--- src/rtl/spi_xfer_arbiter_pkg.sv ---
`default_nettype none
// ============================================================================
// Module      : spi_xfer_arbiter_pkg
// Description : Shared constants and helper for the serial-read arbiter.
//               The constants are the scaler width and the FSM state
//               encodings. The helper sanitises the clock scaler.
// Revision    : 1.0 - initial release
// ============================================================================
package spi_xfer_arbiter_pkg;

  // Width of the base_fsm clk_scaler bus.
  localparam int c_SCALER_W = 8;

  // Arbiter FSM state encodings.
  localparam int         c_STATE_W      = 3;
  localparam logic [2:0] c_ST_IDLE      = 3'd0;
  localparam logic [2:0] c_ST_START     = 3'd1;
  localparam logic [2:0] c_ST_WAIT_LOW  = 3'd2;
  localparam logic [2:0] c_ST_WAIT_HIGH = 3'd3;
  localparam logic [2:0] c_ST_DONE      = 3'd4;

  // A scaler of zero would stall base_fsm, so it is promoted to one.
  function automatic logic [c_SCALER_W-1:0] fix_scaler(input logic [c_SCALER_W-1:0] s);
    return (s == '0) ? c_SCALER_W'(1) : s;
  endfunction

endpackage
`default_nettype wire

--- src/rtl/spi_xfer_arbiter_rr_pick.sv ---
`default_nettype none
// ============================================================================
// Module      : spi_xfer_arbiter_rr_pick
// Description : Combinational round-robin priority picker. It scans the
//               requesters in the order rr_ptr, rr_ptr+1, ... (mod N). The
//               first requester with its req bit set wins.
// Ports       : req[N-1:0]       in  - request vector
//               rr_ptr[IDW-1:0]  in  - highest-priority requester this round
//               gnt_id[IDW-1:0]  out - winning requester (0 when none)
//               any              out - at least one request present
// Revision    : 1.0 - initial release
// ============================================================================
module spi_xfer_arbiter_rr_pick #(
  parameter int N   = 4,
  parameter int IDW = 2
) (
  input  logic [N-1:0]   req,
  input  logic [IDW-1:0] rr_ptr,
  output logic [IDW-1:0] gnt_id,
  output logic           any
);

  logic [IDW-1:0] w_idx;

  always_comb begin
    gnt_id = '0;
    any    = 1'b0;
    w_idx  = '0;
    for (int i = 0; i < N; i++) begin
      w_idx = IDW'((int'(rr_ptr) + i) % N);
      if (!any && req[w_idx]) begin
        any    = 1'b1;
        gnt_id = w_idx;
      end
    end
  end

endmodule
`default_nettype wire

--- src/rtl/spi_xfer_arbiter.sv ---
`default_nettype none
// ============================================================================
// Module      : spi_xfer_arbiter
// Description : Shares one base_fsm serial-read engine between N requesters.
//               Arbitration is round-robin. Each grant produces exactly one
//               transfer: a start pulse, a held clk_scaler, and tracking of
//               cs_n low then high. The captured byte returns with done.
// Ports       : clk, rst            - clock, async active-high reset
//               req[N]              - per-requester level request
//               req_scaler[N*W]     - per-requester clk_scaler, slot i at i*W
//               done/done_id/rd_data/err - completion pulse and result
//               busy                - transfer in progress
//               fsm_start/fsm_clk_scaler - drive to base_fsm
//               fsm_cs_n/fsm_data   - status and byte from base_fsm
// Revision    : 1.0 - initial release
// ============================================================================
module spi_xfer_arbiter
  import spi_xfer_arbiter_pkg::*;
#(
  parameter int N       = 4,
  parameter int IDW     = 2,
  parameter int TIMEOUT = 1024
) (
  input  logic                    clk,
  input  logic                    rst,
  input  logic [N-1:0]            req,
  input  logic [N*c_SCALER_W-1:0] req_scaler,
  output logic                    done,
  output logic [IDW-1:0]          done_id,
  output logic [7:0]              rd_data,
  output logic                    err,
  output logic                    busy,
  output logic                    fsm_start,
  output logic [c_SCALER_W-1:0]   fsm_clk_scaler,
  input  logic                    fsm_cs_n,
  input  logic [7:0]              fsm_data
);

  localparam int c_CNT_W = $clog2(TIMEOUT + 1);

  logic [c_STATE_W-1:0]  r_state;
  logic [IDW-1:0]        r_rr_ptr;
  logic [IDW-1:0]        r_gnt_id;
  logic [c_SCALER_W-1:0] r_scaler;
  logic [7:0]            r_rd_data;
  logic                  r_err;
  logic [c_CNT_W-1:0]    r_cnt;

  logic [IDW-1:0]        w_pick_id;
  logic                  w_any;
  logic [c_SCALER_W-1:0] w_slot_scaler;
  logic                  w_timeout;

  spi_xfer_arbiter_rr_pick #(
    .N   (N),
    .IDW (IDW)
  ) u_rr_pick (
    .req    (req),
    .rr_ptr (r_rr_ptr),
    .gnt_id (w_pick_id),
    .any    (w_any)
  );

  assign w_slot_scaler = req_scaler[w_pick_id*c_SCALER_W +: c_SCALER_W];
  // The last allowed wait cycle is the TIMEOUT-th cycle spent in the state.
  assign w_timeout     = (r_cnt == c_CNT_W'(TIMEOUT - 1));

  always_ff @(posedge clk or posedge rst) begin
    if (rst) begin
      r_state   <= c_ST_IDLE;
      r_rr_ptr  <= '0;
      r_gnt_id  <= '0;
      r_scaler  <= c_SCALER_W'(1);
      r_rd_data <= '0;
      r_err     <= 1'b0;
      r_cnt     <= '0;
    end else begin
      case (r_state)
        c_ST_IDLE: begin
          // Hold off while cs_n is low. This covers a base_fsm that is still
          // finishing a transfer that was cut short by a reset here.
          if (w_any && fsm_cs_n) begin
            r_gnt_id <= w_pick_id;
            r_scaler <= fix_scaler(w_slot_scaler);
            r_err    <= 1'b0;
            r_state  <= c_ST_START;
          end
        end
        c_ST_START: begin
          r_cnt   <= '0;
          r_state <= c_ST_WAIT_LOW;
        end
        c_ST_WAIT_LOW: begin
          if (!fsm_cs_n) begin
            r_cnt   <= '0;
            r_state <= c_ST_WAIT_HIGH;
          end else if (w_timeout) begin
            r_err     <= 1'b1;
            r_rd_data <= 8'h00;
            r_state   <= c_ST_DONE;
          end else begin
            r_cnt <= r_cnt + c_CNT_W'(1);
          end
        end
        c_ST_WAIT_HIGH: begin
          if (fsm_cs_n) begin
            r_rd_data <= fsm_data;
            r_state   <= c_ST_DONE;
          end else if (w_timeout) begin
            r_err     <= 1'b1;
            r_rd_data <= 8'h00;
            r_state   <= c_ST_DONE;
          end else begin
            r_cnt <= r_cnt + c_CNT_W'(1);
          end
        end
        c_ST_DONE: begin
          r_rr_ptr <= (r_gnt_id == IDW'(N - 1)) ? '0 : r_gnt_id + IDW'(1);
          r_state  <= c_ST_IDLE;
        end
        default: r_state <= c_ST_IDLE;
      endcase
    end
  end

  assign fsm_start      = (r_state == c_ST_START);
  assign busy           = (r_state != c_ST_IDLE);
  assign done           = (r_state == c_ST_DONE);
  assign err            = (r_state == c_ST_DONE) && r_err;
  assign done_id        = r_gnt_id;
  assign rd_data        = r_rd_data;
  assign fsm_clk_scaler = r_scaler;

endmodule
`default_nettype wire

--- config.mk ---
export PLATFORM = sky130hd
export DESIGN_NAME = spi_xfer_arbiter
export DESIGN_NICKNAME = d
export VERILOG_FILES = /design/src/rtl/spi_xfer_arbiter_pkg.sv /design/src/rtl/spi_xfer_arbiter_rr_pick.sv /design/src/rtl/spi_xfer_arbiter.sv
export SDC_FILE = /design/constraint.sdc
export NUM_CORES = 1
export LEC_CHECK = 0
export CORE_MARGIN = 1
export CORE_UTILIZATION = 50
export CTS_BUF_LIST = sky130_fd_sc_hd__clkbuf_2 sky130_fd_sc_hd__clkbuf_4 sky130_fd_sc_hd__clkbuf_8
export DETAILED_ROUTE_END_ITERATION = 7
export GPL_TIMING_DRIVEN = 0
export PLACE_DENSITY = 0.88
export SYNTH_ARGS = -nofsm -noshare
export SYNTH_HDL_FRONTEND = slang
export SYNTH_SLANG_ARGS = --single-unit
--- constraint.sdc ---
create_clock -name clk -period 2.7 [get_ports clk]
set_clock_uncertainty 0.1 [all_clocks]
set_input_delay 0.54 -clock clk [delete_from_list [all_inputs] [get_ports clk]]
set_output_delay 0.54 -clock clk [all_outputs]
set_load 0.005 [all_outputs]
==> out/results.txt <==
hold_ws -> 369 ps
RePlAce Congestion -> 0.865
met1 GRT Util -> 28.5%
Syn-to-layout area delta -> 46.4%
Seq cells post-synth -> 35
CP Capture Type -> output port
clk_lat worst skew -> 280 ps
Comb power -> 1.26 mW
grt total ovfl -> 0
pre-CTS setup slack -> 50.4 ps
Leakage -> 1.26 nW
Final Cycle Share -> 94.6%
chip footprint -> 4120 sq um
mux share -> 15.7%
most common logic cells in the final layout -> clkdlybuf4s50_1 (68), dfrtp_1 (34), nand2_1 (20)
Synth top cells by count -> dfrtp_1 (34), nand2_1 (20), mux2i_1 (19)
count of cell types in the netlist -> 35
Commonest Layout Cell -> clkdlybuf4s50_1
setup TNS -> 0 ps
comb area leader -> multiplexers
number of remaining DRC errors -> 0
clock root cell -> clkbuf_8
crit path time final -> 2550 ps
crit path cell chain -> clkbuf_1 -> nor3b_2 -> and2_1 -> clkdlybuf4s50_1
Nets -> 318
OpenROAD warning count -> 26
top cells by area -> dfrtp_1 (44%), mux2i_1 (9.8%), mux2_2 (5.8%)
first-pass GRT wire length -> 7490 um
crit path to -> err
worst path arrival time -> 1910 ps
CTS Buf Count -> 5
GR Util met2 -> 40.8%
Critical Path Max Stage Delay -> 490 ps
Vias -> 1727
sequential power -> 0.844 mW
Die W -> 64.2 um
share of cells above drive strength 1 -> 10.4%
Port Buf Inserts -> 68
max capacitance violation total -> 0
ao+oa area frac -> 15.4%
initial drt markers -> 81
startpoint types -> register
Hold Crit Class -> in2async
Core ar. -> 3690 sq um
Logic pwr share -> 47.2%
design internal power -> 1.79 mW
Synth Seq Share -> 45.3%
Required @ worst endpoint -> 2060 ps
global route hottest layer -> met2
FP Util -> 52.4%
top-count cell post-synth -> dfrtp_1
EDFF count, synth -> 0
peak supply drop -> 0.000658 V
outcome -> completed
post-CTS resize count -> 1
CP max FO -> 10
Post-Syn Instances -> 194
final wirelength -> 4660 um
dpl hpwl -> 3380 um
XORs/XNORs by Area -> 2.72%
Ys Warns -> 0
post-route core utilization -> 76.8%
Worst R2R Path Depth -> 8
drt wl/cell -> 14.6 um
slew at the pin closest to its max-slew limit -> 419 ps
M3 GR Usage -> 6.25%
simple-gate share of the synthesized area -> 15.6%
Clock Sinks -> 35
diode count -> 0
initial antenna violation count -> 0
die y size -> 64.2 um
RSZ-0062 raised after global routing -> no
critical path depth in cells -> 4
number of core rows -> 22
Fmax achieved -> 392 MHz
routed vias/inst -> 5.43
Routed Antenna Nets -> 0
R2R Setup Slk -> 660 ps
setup bufs post-CTS -> 0
DRT Pass-1 Iters -> 4
Avg Inst Size Synth -> 9.97 sq um
adder share -> 1.29%
Slowest cell on crit path -> clkdlybuf4s50_1
switching share of power -> 32.7%
ys async rst share -> 100%
top sig layer -> met4
final setup vio count -> 0
CTS tree -> built
through the flow:
step	cell area, sq um	total power [mW]	instances
floorplan	1930	1.56	194
global placement	2680	2.06	310
detailed placement	2680	2.10	310
CTS	2820	2.68	318
global route	2830	2.84	318
finish	2830	2.67	318
state kept, by name (all words and copies together), names as in the netlist:
| name | count |
|---|---|
| r_err | 1 |
| r_rr_ptr | 2 |
| r_state | 3 |
| rd_data | 8 |
| r_cnt | 11 |
| done_id | 2 |
| fsm_clk_scaler | 8 |
final cells by class:
cell class / count / area (sq um)
Timing Repair Buffer: 69 / 701
Buffer: 8 / 47.5
Sequential cell: 35 / 877
Multi-Input combinational cell: 143 / 985
Fill cell: 280 / 856
Inverter: 7 / 26.3
Tap cell: 48 / 60.1
Clock buffer: 6 / 76.3
Clock inverter: 2 / 60.1
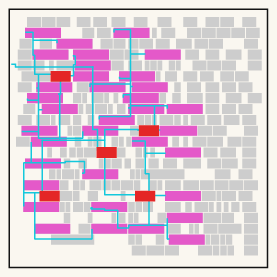
clock_wires.png
Drawn at 4 px/um.
- cyan: clock wires (length 412 um)
- red: clock-net drivers (count 5)
- magenta: flip-flops (count 35)
- routed clock nets: 6

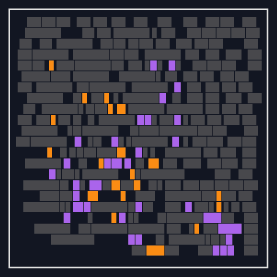
gates.png
Drawn at 4 px/um.
- orange: nor cells (cells 20; most used nor2_1)
- purple: aoi and oai cells (cells 33; most used o21ai_0)

Power figures rest on the tool's default switching activity, not on a simulated workload.
